### Pin map

Pins as bars across the die edge, other pins in grey.
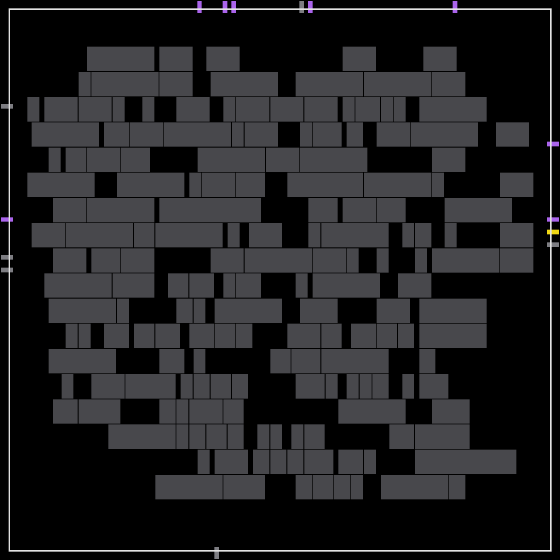
### Signal wires by layer

Two of the layers only.
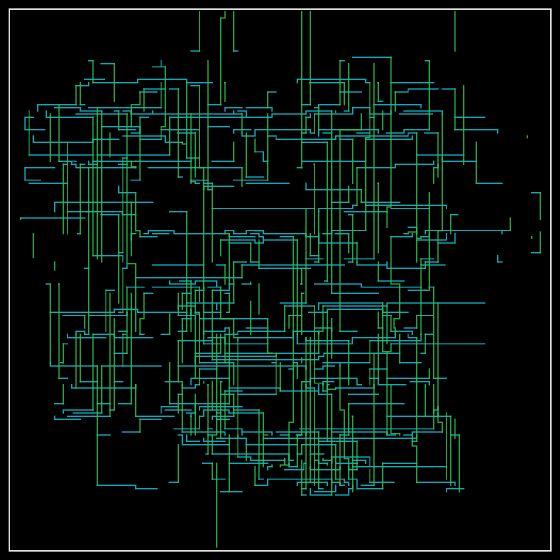
### Logic cells by family

The bar under the picture is 20 um long.
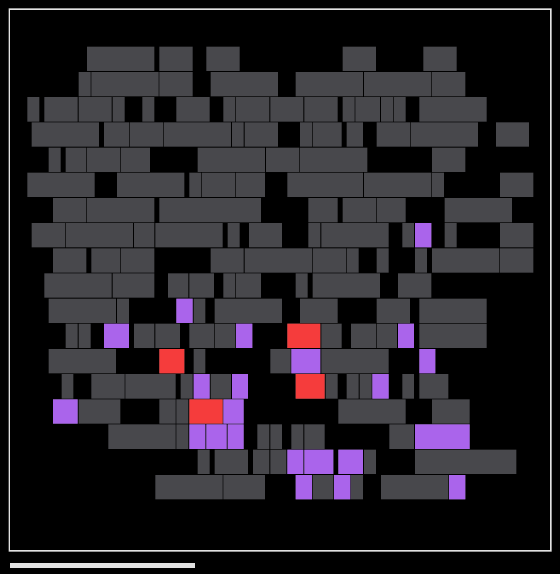
### Clock nets

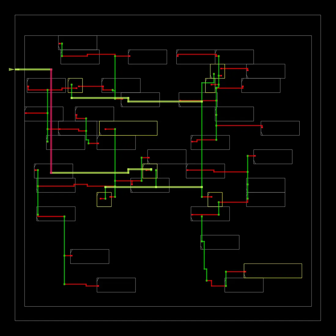
===== src/rtl/uart_pkg.sv =====
// Shared UART definitions: FSM encoding, default sizes, parity and vote helpers.
`timescale 1ns/1ps
package uart_pkg;

    localparam int N_BIT_DEF      = 8;
    localparam int OVERSAMPLE_DEF = 16;

    typedef enum logic [2:0] {
        ST_IDLE   = 3'd0,
        ST_START  = 3'd1,
        ST_DATA   = 3'd2,
        ST_PARITY = 3'd3,
        ST_STOP   = 3'd4
    } uart_state_e;

    // Even parity over a zero-extended word; the transmitter uses the same helper.
    function automatic logic even_parity(input logic [31:0] data);
        return ^data;
    endfunction

    function automatic logic maj3(input logic [2:0] v);
        return (v[0] & v[1]) | (v[0] & v[2]) | (v[1] & v[2]);
    endfunction

endpackage


===== src/rtl/uart_rx_sync.sv =====
// Two-flop synchronizer for the serial line plus the re-arm tracker that blocks
// a new start until the line has been seen high while idle.
`timescale 1ns/1ps
module uart_rx_sync
    import uart_pkg::*;
(
    input  logic clk,
    input  logic rst,
    input  logic rx,
    input  logic idle,
    input  logic start_go,
    output logic rx_s,
    output logic armed
);

    logic meta_q, meta_d;
    logic rx_s_q, rx_s_d;
    logic armed_q, armed_d;

    always_comb begin
        meta_d  = rx;
        rx_s_d  = meta_q;
        armed_d = armed_q;
        // Arming only while idle keeps a low line after a framing error from retriggering.
        if (start_go)
            armed_d = 1'b0;
        else if (idle && rx_s_q)
            armed_d = 1'b1;
    end

    always_ff @(posedge clk) begin
        if (rst) begin
            meta_q  <= 1'b1;
            rx_s_q  <= 1'b1;
            armed_q <= 1'b0;
        end else begin
            meta_q  <= meta_d;
            rx_s_q  <= rx_s_d;
            armed_q <= armed_d;
        end
    end

    assign rx_s  = rx_s_q;
    assign armed = armed_q;

endmodule


===== src/rtl/uart_rx.sv =====
// UART receiver: start, N_BIT data LSB first, even parity, one stop, 16x oversampled.
// Define UART_RX_MAJORITY_EN to take each sample as a 2-of-3 vote over the last three ticks.
`timescale 1ns/1ps
module uart_rx
    import uart_pkg::*;
#(
    parameter int N_BIT      = N_BIT_DEF,
    parameter int OVERSAMPLE = OVERSAMPLE_DEF
) (
    input  logic             clk,
    input  logic             rst,
    input  logic             S_tick,
    input  logic             rx,
    output logic [N_BIT-1:0] dout,
    output logic             rx_done_tick,
    output logic             parity_err,
    output logic             frame_err
);

    localparam int TW = (OVERSAMPLE > 1) ? $clog2(OVERSAMPLE) : 1;
    localparam int BW = (N_BIT > 1) ? $clog2(N_BIT) : 1;
    localparam logic [TW-1:0] TICK_MID  = TW'(OVERSAMPLE / 2 - 1);
    localparam logic [TW-1:0] TICK_LAST = TW'(OVERSAMPLE - 1);
    localparam logic [BW-1:0] BIT_LAST  = BW'(N_BIT - 1);

    uart_state_e      state_q, state_d;
    logic [TW-1:0]    tick_q, tick_d;
    logic [BW-1:0]    bit_q, bit_d;
    logic [N_BIT-1:0] shift_q, shift_d;
    logic             par_q, par_d;
    logic [N_BIT-1:0] dout_q, dout_d;
    logic             perr_q, perr_d;
    logic             ferr_q, ferr_d;
    logic             done_q, done_d;

    logic rx_s, armed, idle, start_go, sample_bit;

    assign idle     = (state_q == ST_IDLE);
    assign start_go = idle && armed && !rx_s;

    uart_rx_sync u_sync (
        .clk      (clk),
        .rst      (rst),
        .rx       (rx),
        .idle     (idle),
        .start_go (start_go),
        .rx_s     (rx_s),
        .armed    (armed)
    );

`ifdef UART_RX_MAJORITY_EN
    // Two stored ticks plus the live value form the window at ticks 5, 6, 7 of a bit.
    logic [1:0] hist_q, hist_d;

    always_comb begin
        hist_d = hist_q;
        if (S_tick)
            hist_d = {hist_q[0], rx_s};
    end

    always_ff @(posedge clk) begin
        if (rst)
            hist_q <= 2'b11;
        else
            hist_q <= hist_d;
    end

    assign sample_bit = maj3({hist_q, rx_s});
`else
    assign sample_bit = rx_s;
`endif

    always_comb begin
        state_d = state_q;
        tick_d  = tick_q;
        bit_d   = bit_q;
        shift_d = shift_q;
        par_d   = par_q;
        dout_d  = dout_q;
        perr_d  = perr_q;
        ferr_d  = ferr_q;
        done_d  = 1'b0;
        case (state_q)
            ST_IDLE: begin
                tick_d = '0;
                bit_d  = '0;
                if (start_go)
                    state_d = ST_START;
            end
            ST_START: begin
                if (S_tick) begin
                    if (tick_q == TICK_MID) begin
                        tick_d = '0;
                        bit_d  = '0;
                        state_d = sample_bit ? ST_IDLE : ST_DATA;
                    end else begin
                        tick_d = tick_q + TW'(1);
                    end
                end
            end
            ST_DATA: begin
                if (S_tick) begin
                    if (tick_q == TICK_LAST) begin
                        shift_d = N_BIT'({sample_bit, shift_q} >> 1);
                        tick_d  = '0;
                        if (bit_q == BIT_LAST)
                            state_d = ST_PARITY;
                        else
                            bit_d = bit_q + BW'(1);
                    end else begin
                        tick_d = tick_q + TW'(1);
                    end
                end
            end
            ST_PARITY: begin
                if (S_tick) begin
                    if (tick_q == TICK_LAST) begin
                        par_d   = sample_bit;
                        tick_d  = '0;
                        state_d = ST_STOP;
                    end else begin
                        tick_d = tick_q + TW'(1);
                    end
                end
            end
            ST_STOP: begin
                if (S_tick) begin
                    if (tick_q == TICK_LAST) begin
                        // Leave mid stop bit so a back-to-back start edge is not missed.
                        dout_d  = shift_q;
                        perr_d  = par_q ^ even_parity(32'(shift_q));
                        ferr_d  = ~sample_bit;
                        done_d  = 1'b1;
                        tick_d  = '0;
                        state_d = ST_IDLE;
                    end else begin
                        tick_d = tick_q + TW'(1);
                    end
                end
            end
            default: state_d = ST_IDLE;
        endcase
    end

    always_ff @(posedge clk) begin
        if (rst) begin
            state_q <= ST_IDLE;
            tick_q  <= '0;
            bit_q   <= '0;
            shift_q <= '0;
            par_q   <= 1'b0;
            dout_q  <= '0;
            perr_q  <= 1'b0;
            ferr_q  <= 1'b0;
            done_q  <= 1'b0;
        end else begin
            state_q <= state_d;
            tick_q  <= tick_d;
            bit_q   <= bit_d;
            shift_q <= shift_d;
            par_q   <= par_d;
            dout_q  <= dout_d;
            perr_q  <= perr_d;
            ferr_q  <= ferr_d;
            done_q  <= done_d;
        end
    end

    assign dout         = dout_q;
    assign rx_done_tick = done_q;
    assign parity_err   = perr_q;
    assign frame_err    = ferr_q;

endmodule


===== config.mk =====
export PLATFORM = sky130hd
export DESIGN_NAME = uart_rx
export DESIGN_NICKNAME = d
export VERILOG_FILES = /design/src/rtl/uart_pkg.sv /design/src/rtl/uart_rx_sync.sv /design/src/rtl/uart_rx.sv
export SDC_FILE = /design/constraint.sdc
export NUM_CORES = 1
export LEC_CHECK = 0
export CAP_MARGIN = 20
export CORE_MARGIN = 1.5
export CORE_UTILIZATION = 49
export CTS_CLUSTER_DIAMETER = 50
export DETAILED_ROUTE_END_ITERATION = 16
export PLACE_DENSITY = 0.75
export SYNTH_ARGS = -nofsm -noshare
export SYNTH_HDL_FRONTEND = slang
export SYNTH_SLANG_ARGS = --single-unit

===== constraint.sdc =====
create_clock -name clk -period 5.8 [get_ports clk]
set_clock_uncertainty 0.15 [all_clocks]
set_input_delay 1.16 -clock clk [delete_from_list [all_inputs] [get_ports clk]]
set_output_delay 1.16 -clock clk [all_outputs]
set_load 0.02 [all_outputs]

==> flow_metrics.tcl <==
# yosys + openroad results
set metrics [dict create \
    edf_count 0 \
    syn_inst 161 \
    finalCriticalPeriod_ns 3.06 \
    clockBufferDepth 2 \
    finalCritPeriodShare_pct 52.8 \
    ios 15 \
    setup-violations-final 0 \
    peakVddDrop_mv 0.190 \
    yosys_warnings 0 \
    ys_async_sr_fraction_pct 0 \
    clock.fmax_mhz 327 \
    finish.instance_area_sq_um 1750 \
    report.final.slew_viol_count 0 \
    antenna_found_initial 0 \
    ys_types 38 \
    worstPathCellList "clkdlybuf4s50_1 -> and3_1 -> nand4_1 -> mux2i_1 -> nor2_1" \
    root_buffer "clkbuf_4" \
    reg2reg_depth 5 \
    ys.flops 33 \
    grt_max_degree 34 \
    fp_nets 168 \
    r2r_slack_ns 3.63 \
    setup_tns_ns 0 \
    arrival_ns 3.12 \
    status "completed" \
    cts_htree_levels 2 \
    yosys.stat.seqShare_pct 44.0 \
    cp_data_required_time_ns 5.86 \
    vias_per_cell 5.53 \
    grt_pass1_vias 1088 \
    seq_area_sq_um 661 \
    yosysTopAreaCellShare_pct 44.0 \
    startpoint "S_tick" \
    drc 0 \
    yosys.area.top_type "dfxtp_1" \
    dpl_cell_area_sq_um 1630 \
    clk_pin_slew_worst_paths_ns 0.11 \
    cp_max_fo 12 \
    vias 1133 \
    swShare_pct 20.2 \
    internal_power_mw 0.370 \
    setup_slack_ns 2.74 \
    end_kind "flip-flop" \
    share_comb_of_total_power_pct 4.3 \
    antenna_cells 0 \
    design.core.area_sq_um 2830 \
    warnings 26 \
    topCellsByArea "dfxtp_1, mux2i_1, nor2_1" \
    cp-start-kind "primary input" \
    grt_pass1_wl_um 4790 \
    maxSlewHeadroom_pct 50.3 \
    routed_wl_um 2780 \
    p_clk_share_pct 45.9 \
    core_util_floorplan_pct 53.0 \
    cts_tree "yes" \
    cp_slowest_cell "clkdlybuf4s50_1" \
    synth_area_sq_um 1500 \
    crit_path_end "dout[0]$_SDFFE_PP0P_" \
    ys_cells 161 \
    critPathBufInv 1 \
    place_ws_ns 2.36 \
    power_mw 0.464 \
    dpl.hpwl_um 1890 \
    ctsResizeCount 0 \
    postCtsSetupRepairBufs 0 \
    power_frac_seq_pct 49.8 \
    crit_cells 5 \
    yosys_area_sq_um 1500 \
    max_cap_violations 0 \
    power_density_nw_per_um2 266 \
    worst_pin_slew_ns 0.744 \
    place_congestion 0.822 \
    layout.area.comb_sq_um 771 \
    crit_family "simple AND/OR/NAND/NOR gates" \
    leakagePower_nw 0.734 \
    overflow 0 \
    drt-initial-drc-count 24 \
    grt_usage_pct 18.8 \
    ant_nets 0 \
    grt_setup_unrepaired "no" \
    slowest_delay_ns 0.66 \
    postCtsHoldBufs 0 \
]
## Picture notes: 'Pin map'
[yellow] `rx_done_tick` | pins: 1 | direction: output | edge: right
[purple] `dout` | pins: 8 | direction: output | edge: 5 top, 2 right, 1 left
all pins by edge: 6 top, 4 left, 4 right, 1 bottom
die height: 58.3 um
port bufs: 14

## Picture notes: 'Signal wires by layer'
[cyan] met1 | wire length: 1280 um
[green] met2 | wire length: 1360 um

## Picture notes: 'Logic cells by family'
[red] AND-OR and OR-AND gates | cells: 4
[purple] inverting AOI/OAI gates | cells: 22 | most used: a21oi_1
Finished Layout Cells: 205
logic share of the area: 44.1%

## Picture notes: 'Clock nets'
Clock Power: 0.213 mW
# clock sinks: 33
Latency at later pin: 0.33 ns
cts bufs inserted: 5
registers: 33

==> logic make-up after synthesis <==
logic type | Yosys count | synth area share (%)
simple gates | 56 | 18.2
fa+ha+maj | 3 | 2.50
mux | 21 | 14.0
compound gates | 26 | 11.7
buf+inv | 15 | 4.59
flops | 33 | 44.0
xor+xnor | 7 | 5.00
==> routing by layer <==
metal / share of wire, % / up-vias / global-route usage (%)
met5: 0 / - / 0
met1: 46 / 524 / 22.5
met2: 49 / 27 / 31.5
met3: 4.1 / 2 / 7.25
met4: 0.68 / 0 / 4.98
li1: - / 580 / -
==> cells in the mapped netlist, types with 3 or more instances <==
cell type  count
clkbuf_1       5
buf_2          4
a21oi_1        7
ha_1           3
or2_2          3
dfxtp_1       33
nand2_1        3
a22oi_1        3
o21ai_0        4
o21ai_1        3
nor2_1        33
xnor2_1        5
mux2i_1       21
inv_1          5
==> how the worst min path moves through the flow <==
stage,from,end,slack [ns],depth (start not counted)
2_1_floorplan,u_sync.meta_q$_SDFF_PP1_,u_sync.rx_s$_SDFF_PP1_,0.24,1
3_3_place_gp,u_sync.meta_q$_SDFF_PP1_,u_sync.rx_s$_SDFF_PP1_,0.24,1
3_5_place_dp,u_sync.meta_q$_SDFF_PP1_,u_sync.rx_s$_SDFF_PP1_,0.24,1
4_1_cts,u_sync.meta_q$_SDFF_PP1_,u_sync.rx_s$_SDFF_PP1_,0.27,1
5_1_grt,u_sync.meta_q$_SDFF_PP1_,u_sync.rx_s$_SDFF_PP1_,0.30,1
6_report,u_sync.meta_q$_SDFF_PP1_,u_sync.rx_s$_SDFF_PP1_,0.27,1
==> cell type report <==
class / count / share of cell area (%)
well taps: 31 / 2.22
clock inverters: 3 / 3.72
repair buffers: 15 / 8.88
clock buffers: 5 / 2.15
inverters: 5 / 1.07
flip-flops and latches: 33 / 37.8
multi-input cells: 113 / 44.1
==> flip-flops by register name, indices dropped and copies added, names as in the netlist <==
| signal | count |
|---|---|
| tick_q | 4 |
| bit_q | 3 |
| u_sync.rx_s | 1 |
| rx_done_tick | 1 |
| shift_q | 8 |
| par_q | 1 |
| u_sync.armed | 1 |
| frame_err | 1 |
| parity_err | 1 |
| u_sync.meta_q | 1 |
| state_q | 3 |
| dout | 8 |
==> power groups by stage <==
stage	Combinational (mW)	Clock, mW	Sequential [mW]
3_3_place_gp	0.0185	0	0.236
5_1_grt	0.0222	0.229	0.232
3_5_place_dp	0.0187	0	0.236
2_1_floorplan	0.0156	0	0.235
4_1_cts	0.0189	0.217	0.231
6_report	0.0201	0.213	0.231
==> per-stage QoR <==
stage / hold slack (ns) / utilization [%]
2_1_floorplan: 0.239 / -
3_3_place_gp: 0.244 / 57.6
3_5_place_dp: 0.242 / 57.6
4_1_cts: 0.268 / 61.2
5_1_grt: 0.296 / 61.7
6_report: 0.268 / 61.7
Power and IR drop assume default switching activity.
